**src/rtl/subtractor_pkg.sv**
```systemverilog
// Shared definitions for the bit-serial subtractor: FSM state encoding and default width.
package subtractor_pkg;

    localparam int unsigned DEFAULT_SIZE = 8;

    typedef enum logic [1:0] {
        S_IDLE  = 2'd0,
        S_SHIFT = 2'd1,
        S_DONE  = 2'd2
    } state_t;

endpackage

```
**src/rtl/full_subtractor_1bit.sv**
```systemverilog
// One-bit full subtractor cell: {bo, diff} = x - y - bi.
module full_subtractor_1bit (
    input  logic x,
    input  logic y,
    input  logic bi,
    output logic diff,
    output logic bo
);

    // Difference bit and borrow-out of a single column
    always_comb begin
        diff = x ^ y ^ bi;
        bo   = (~x & y) | (~(x ^ y) & bi);
    end

endmodule

```
**src/rtl/serial_subtractor.sv**
```systemverilog
// Bit-serial LSB-first subtractor: {bout, d} = a - b - bin over SIZE shift cycles,
// using a single full-subtractor cell and a borrow flip-flop.
module serial_subtractor
    import subtractor_pkg::*;
#(
    parameter int unsigned SIZE = DEFAULT_SIZE
) (
    input  logic            clk,
    input  logic            reset,
    input  logic            start,
    input  logic [SIZE-1:0] a,
    input  logic [SIZE-1:0] b,
    input  logic            bin,
    output logic            busy,
    output logic            done,
    output logic [SIZE-1:0] d,
    output logic            bout
);

    localparam int unsigned     CW   = $clog2(SIZE);
    localparam logic [CW-1:0]   LAST = CW'(SIZE - 1);

    state_t          r_state;
    state_t          w_next;
    logic [SIZE-1:0] r_ra;
    logic [SIZE-1:0] r_rb;
    logic [SIZE-1:0] r_rd;
    logic            r_brw;
    logic [CW-1:0]   r_cnt;
    logic            w_x;
    logic            w_bo;
    logic            w_accept;
    logic            w_last;

    full_subtractor_1bit u_cell (
        .x    (r_ra[0]),
        .y    (r_rb[0]),
        .bi   (r_brw),
        .diff (w_x),
        .bo   (w_bo)
    );

    // busy and done are decoded straight from the state register, so they stay registered
    assign busy     = (r_state == S_SHIFT);
    assign done     = (r_state == S_DONE);
    assign w_accept = start && ((r_state == S_IDLE) || (r_state == S_DONE));
    assign w_last   = (r_state == S_SHIFT) && (r_cnt == LAST);

    // State register
    always_ff @(posedge clk) begin
        if (reset) r_state <= S_IDLE;
        else       r_state <= w_next;
    end

    // Next-state logic; DONE accepts a new request just like IDLE
    always_comb begin
        w_next = r_state;
        case (r_state)
            S_IDLE:  if (start) w_next = S_SHIFT;
            S_SHIFT: if (w_last) w_next = S_DONE;
            S_DONE:  w_next = start ? S_SHIFT : S_IDLE;
            default: w_next = S_IDLE;
        endcase
    end

    // Operand load, serial shift, and result capture on the final shift edge
    always_ff @(posedge clk) begin
        if (reset) begin
            r_ra  <= '0;
            r_rb  <= '0;
            r_rd  <= '0;
            r_brw <= 1'b0;
            r_cnt <= '0;
            d     <= '0;
            bout  <= 1'b0;
        end else if (w_accept) begin
            r_ra  <= a;
            r_rb  <= b;
            r_brw <= bin;
            r_cnt <= '0;
        end else if (r_state == S_SHIFT) begin
            r_ra  <= {1'b0, r_ra[SIZE-1:1]};
            r_rb  <= {1'b0, r_rb[SIZE-1:1]};
            r_rd  <= {w_x, r_rd[SIZE-1:1]};
            r_brw <= w_bo;
            r_cnt <= r_cnt + 1'b1;
            if (w_last) begin
                d    <= {w_x, r_rd[SIZE-1:1]};
                bout <= w_bo;
            end
        end
    end

endmodule

```
**config.mk**
```make
export PLATFORM = sky130hd
export DESIGN_NAME = serial_subtractor
export DESIGN_NICKNAME = d
export VERILOG_FILES = /design/src/rtl/subtractor_pkg.sv /design/src/rtl/full_subtractor_1bit.sv /design/src/rtl/serial_subtractor.sv
export SDC_FILE = /design/constraint.sdc
export NUM_CORES = 1
export LEC_CHECK = 0
export CAP_MARGIN = 10
export CORE_MARGIN = 2
export CORE_UTILIZATION = 35
export DETAILED_ROUTE_END_ITERATION = 12
export PLACE_DENSITY = 0.65
export SKIP_LAST_GASP = 1
export SLEW_MARGIN = 15
export SYNTH_ARGS = -nofsm -noshare
export SYNTH_HDL_FRONTEND = slang
export SYNTH_HIERARCHICAL = 1
export SYNTH_SLANG_ARGS = --single-unit
export TNS_END_PERCENT = 1
```
**constraint.sdc**
```tcl
create_clock -name clk -period 3.7 [get_ports clk]
set_input_delay 0.74 -clock clk [delete_from_list [all_inputs] [get_ports clk]]
set_output_delay 0.74 -clock clk [all_outputs]
set_load 0.02 [all_outputs]
```
==> run summary, run 1 <==
status -> finished clean
Largest regs -> d: 8 flops, r_ra: 8 flops, r_rb: 8 flops
WL per Instance -> 12.44 um
metal3 WL -> 130 um
Post-DP HPWL -> 1.999 mm
Reg area -> 760.7 um^2
R2R depth -> 5
Met2 Wirelength -> 1.501 mm
crit path max fanout -> 34
Area leader share -> 49.11%
Hold Path Class -> flop to flop
Multi-In Gates -> 122
uppermost layer routed -> met4
Layout Cells excl Fill -> 257
setup bufs post-CTS -> 0
FF-to-FF Start -> r_cnt[0]$_SDFFE_PP0N_
CTS clk-pin slew, worst paths -> 0.08 ns
dpl ws -> 1.398 ns
syn nets -> 202
final core utilization -> 45.34%
final instance area -> 0.001947 mm^2
cell-internal power -> 0.6765 mW
leakage -> 0.6904 nW
H-tree levels -> 2
Setup crit start -> r_state[0]$_SDFFE_PP0P_
yosys synthesis chip area -> 0.001549 mm^2
Flop Count -> 38
clock buffers -> 5
Routed WL -> 3.196 mm
Netlist cell types -> 26
Post-synth seq share -> 49.11%
Post-synth top cells -> dfxtp_1, nand2_1, a21oi_1
worst vdd ir -> 0.1621 mV
yosys aoi share -> 15.19%
## run 1: cell usage in the layout, fill, tap and decap left out
cell type        netlist  routed
inv_1                  3       3
clkdlybuf4s50_1        0      30
o22ai_1                6       6
buf_4                  5       3
nand2b_1               2       2
inv_6                  1       1
clkbuf_8               0       5
nand3_1               12      12
ha_1                   2       2
nor3_1                16      16
fa_1                   1       1
clkinv_2               0       2
xnor2_1                1       1
a22oi_1                2       2
a311oi_2               3       3
a311oi_1               4       4
bufinv_16              0       1
o21a_1                 1       1
a21oi_1               19      19
nand2_1               38      38
nor2b_1                1       1
mux2i_1                3       3
dfxtp_1               38      38
nor2_1                 9       9
and2b_1                1       1
nand3b_1               1       1
## run 1: critical path, delay by kind of cell, from the launching register on
family        cells  cell delay, ns
buf+inv           3            1.13
flops             1            0.38
simple gates      1            0.07
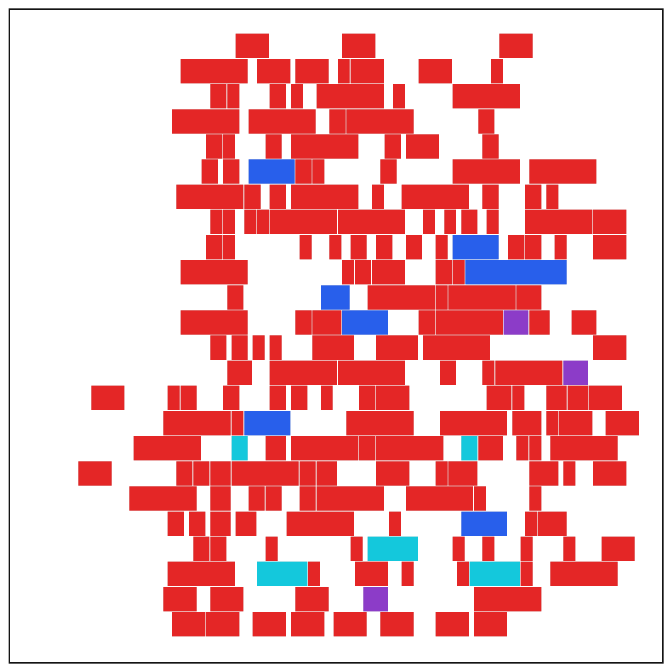
run_1/sizing.png
| colour | size | cells | share |
|---|---|---|---|
| cyan | x2 | 5 | 2.4% |
| red | x1 and smaller | 190 | 93% |
| blue | x6 and larger | 7 | 3.4% |
| purple | x3 and x4 | 3 | 1.5% |

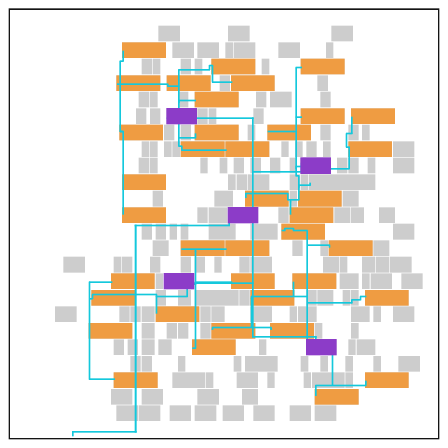
run_1/clock_wires.png
[orange] flip-flops | count: 38
[cyan] clock wires | length: 458 um
[purple] clock-net drivers | count: 5
routed clock nets: 6

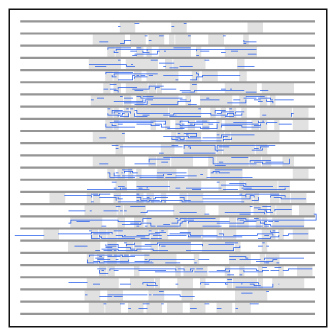
run_1/m1.png
Supply wires on this layer in grey.
longest straight run: 31.3 um
share of all routed wire: 47%

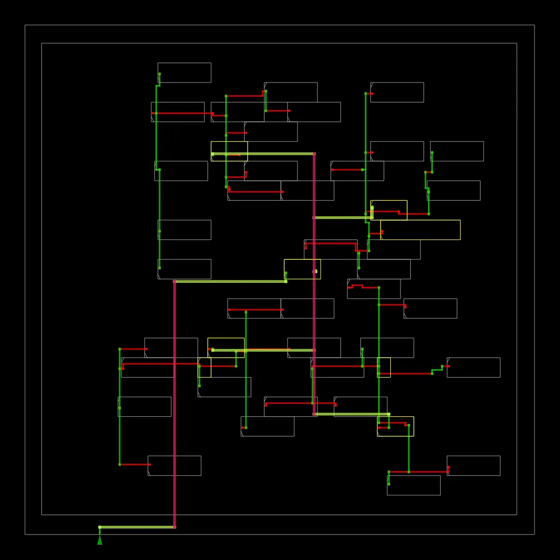
run_1/clock_nets.png
Inserted Clock Buffers: 5
worst skew pair latency: 0.29 ns
Clock Power: 0.343 mW
clock sink count: 38

--- run 2 (diff from run 1) ---
Settings changed: PLACE_DENSITY 0.65 to 0.67.
Clock period 3.7 ns to 2.2 ns, I/O delays scaled along.
==> run 2 against run 1 <==
  * Combinational power grew 73%
  * Critical path depth fell by 1
  * Non-clock buffer count is 4 higher
  * Clock skew decreased by 0.0023 ns
  * Clock-buffer cell count grew 1
  * Worst hold slack hardly changed
  * Final area is 0.84% higher
  * Synthesized cell count did not move
  * First-iteration DRC count grew 42%
  * Register-to-register slack got worse by 1.2 ns
  * Clock power rose by 44%
  * Critical endpoint unchanged
  * Largest cell class unchanged
  * Largest power group unchanged
==> run summary, run 2 <==
Netlist cell types -> 26
critical path depth -> 3
CP Buf/Inv Count -> 2
metal3 WL -> 226 um
leakage -> 0.6995 nW
dpl ws -> 0.5144 ns
Hold Path Class -> flop to flop
status -> finished clean
H-tree levels -> 2
CTS clk-pin slew, worst paths -> 0.07 ns
Area leader share -> 49.11%
Top Layout Cells -> nand2_1, dfxtp_1, clkdlybuf4s50_1, a21oi_1, nor3_1
Largest regs -> d: 8 flops, r_ra: 8 flops, r_rb: 8 flops
FF-to-FF Start -> r_state[1]$_SDFFE_PP0P_
final core utilization -> 45.72%
syn nets -> 202
Inserted Clock Buffers -> 5
crit path max fanout -> 3
Post-synth seq share -> 49.11%
worst skew pair latency -> 0.29 ns
## run 2: cell types whose count changed in the layout (fill, tap and decap cells not counted), sizes merged
cell,change
buf,+4
bufinv,-1
clkbuf,+1
clkinv,-1
clkinvlp,+1
## run 2: cell type report
type | count | area (um^2)
tap | 52 | 65.06
timing repair buffer | 37 | 352.8
sequential | 38 | 760.7
clock buffer | 6 | 82.58
clock inverter | 2 | 12.51
inverter | 4 | 20.02
multi-input combinational | 122 | 669.4
fill | 431 | 2331
## run 2: kinds of logic after synthesis
family | count (synthesis) | share of synthesized area, %
compound gates | 35 | 15.19
xor+xnor | 1 | 0.5655
fa+ha+maj | 3 | 2.908
buf+inv | 19 | 7.673
flops | 38 | 49.11
mux | 3 | 1.939
simple gates | 80 | 22.62
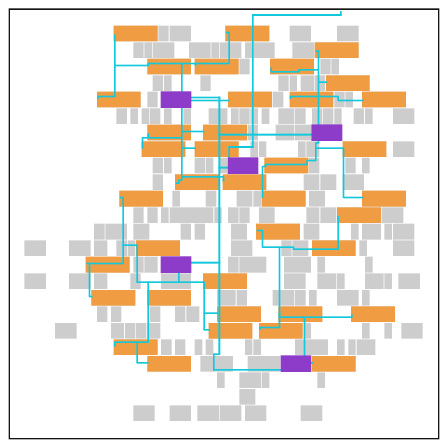
run_2/clock_wires.png
[orange] flip-flops | count: 38
[purple] clock-net drivers | count: 5
[cyan] clock wires | length: 445 um
routed clock nets: 6

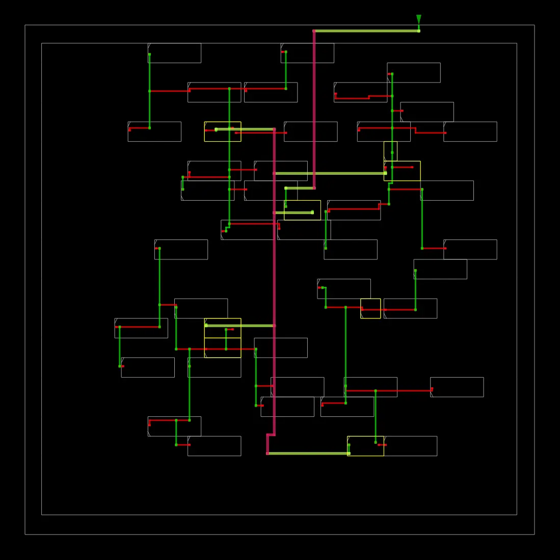
run_2/clock_nets.png
Clock Power: 0.494 mW
clock buffers: 6
Flop Count: 38
Clock Skew: 0.003818 ns

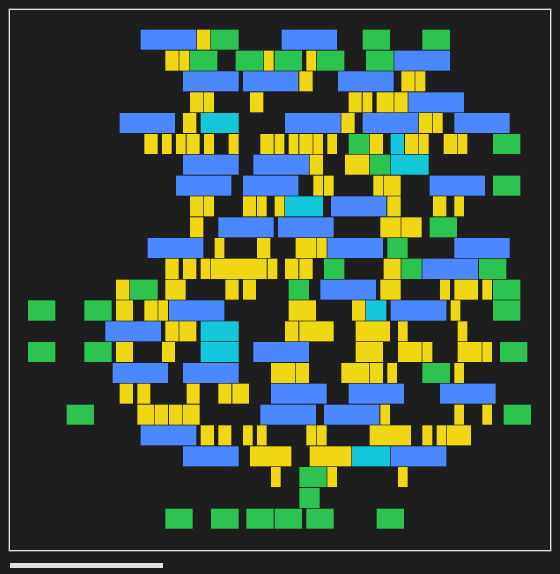
run_2/class_map.png
Scale bar: 20 um.
| colour | class | cells | share of their area |
|---|---|---|---|
| green | remaining buffers and delay cells | 37 | 19% |
| yellow | remaining logic cells | 126 | 36% |
| cyan | clock drivers and dummy loads | 8 | 5.0% |
| blue | registers | 38 | 40% |

--- run 3 (diff from run 2) ---
Settings changed: REMOVE_ABC_BUFFERS set to 1.
==> run 3 against run 2 <==
  * Core utilization shrank 0.26 points
  * Register-to-register slack hardly changed
  * Critical path depth did not move
  * Highest routed layer unchanged
  * Sequential cell count unchanged
  * Synthesized cell count did not move
  * Critical endpoint unchanged
  * Sequential share of layout area increased by 0.22 points
==> run summary, run 3 <==
Post-synth seq share -> 49.11%
status -> finished clean
Inserted Clock Buffers -> 5
CP Buf/Inv Count -> 2
Netlist cell types -> 26
leakage -> 0.6959 nW
Max-slew headroom -> 71.04%
measured slew at the worst slew-check pin -> 0.4331 ns
crit path max fanout -> 5
CP top delay family -> buffers and inverters
CTS clk-pin slew, worst paths -> 0.07 ns
yosys synthesis chip area -> 0.001549 mm^2
FF-to-FF Start -> r_cnt[0]$_SDFFE_PP0N_
Synth Area in XOR/XNOR -> 0.5654%
Syn. warnings -> 6
Multiplexer share -> 1.939%
dpl ws -> 0.5572 ns
Top Layout Cells -> nand2_1, dfxtp_1, clkdlybuf4s50_1, a21oi_1, nor3_1
cell-internal power -> 1.059 mW
Hold Path Class -> flop to flop
crit path DRT -> 1.76 ns
setup bufs post-CTS -> 0
metal3 WL -> 174 um
worst vdd ir -> 0.3436 mV
critical path depth -> 3
Post-Synth Adder-Cell Area -> 2.908%
crit end category -> output pin
H-tree levels -> 2
Met2 Wirelength -> 1.380 mm
vias in the first global route -> 1,209
WL per Instance -> 11.99 um
uppermost layer routed -> met4
post-synthesis async set-or-reset flop share -> 0%
Tot GR Track Use -> 14.00%
simple share -> 22.62%
final instance area -> 0.001952 mm^2
Post-synth top cells -> dfxtp_1, nand2_1, a21oi_1
Largest logic family -> simple AND/OR/NAND/NOR gates
R2R depth -> 5
# Cells Yosys -> 179
Routed WL -> 3.117 mm
worst skew pair latency -> 0.29 ns
Via density -> 4.988
yosys aoi share -> 15.19%
1st-iter DRT viols -> 108
final core utilization -> 45.45%
Area leader share -> 49.11%
post-synthesis average cell area -> 8.654 um^2
-- run 3: cell counts after synthesis --
No cell type changed its count.
-- run 3: final cells by class --
type | instances | area (um^2) | area share, %
Clock buffer | 7 | 86.33 | 4.423
Clock inverter | 1 | 5.005 | 0.2564
Inverter | 4 | 20.02 | 1.026
Multi-Input combinational cell | 122 | 669.4 | 34.29
Sequential cell | 38 | 760.7 | 38.97
Tap cell | 52 | 65.06 | 3.333
Timing Repair Buffer | 36 | 345.3 | 17.69
-- run 3: through the flow --
step	hold slack (ns)	std cells	total power, mW
after floorplan	0.4305	164	0.8542
after global placement	0.4420	252	0.9356
after detailed placement	0.4471	252	0.9374
after CTS	0.4575	260	1.435
after global routing	0.4732	260	1.493
final	0.4530	260	1.410
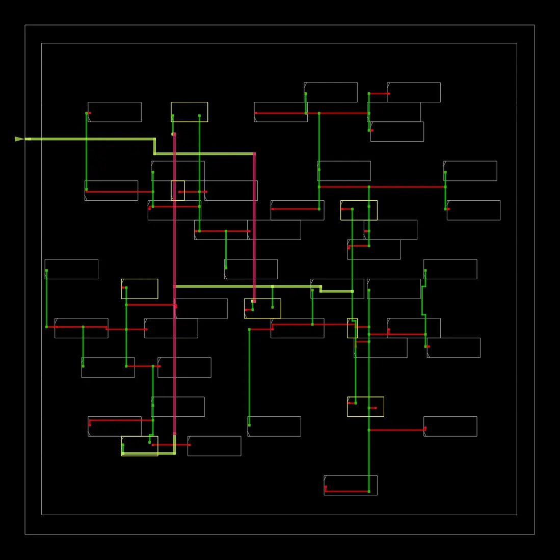
run_3/clock_nets.png
clock buffers: 7
Clock Power: 0.490 mW
Clock Skew: 0.008674 ns

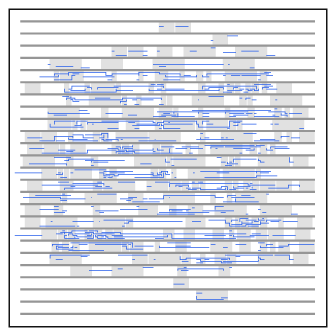
run_3/m1.png
Supply wires on this layer in grey.
nets with wire on the layer: 203
main direction: horizontal

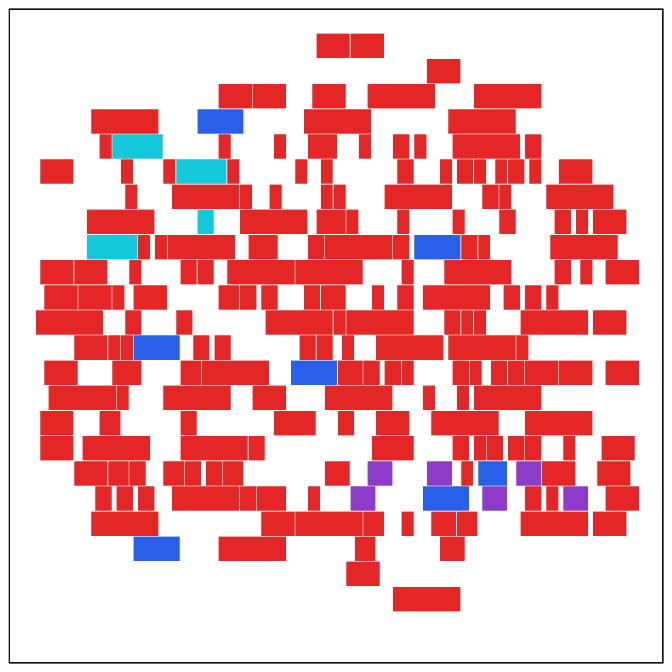
run_3/sizing.png
| colour | size | cells | share |
|---|---|---|---|
| red | x1 and smaller | 191 | 92% |
| cyan | x2 | 4 | 1.9% |
| purple | x3 and x4 | 6 | 2.9% |
| blue | x6 and larger | 7 | 3.4% |

Power figures rest on the tool's default switching activity, not on a simulated workload.
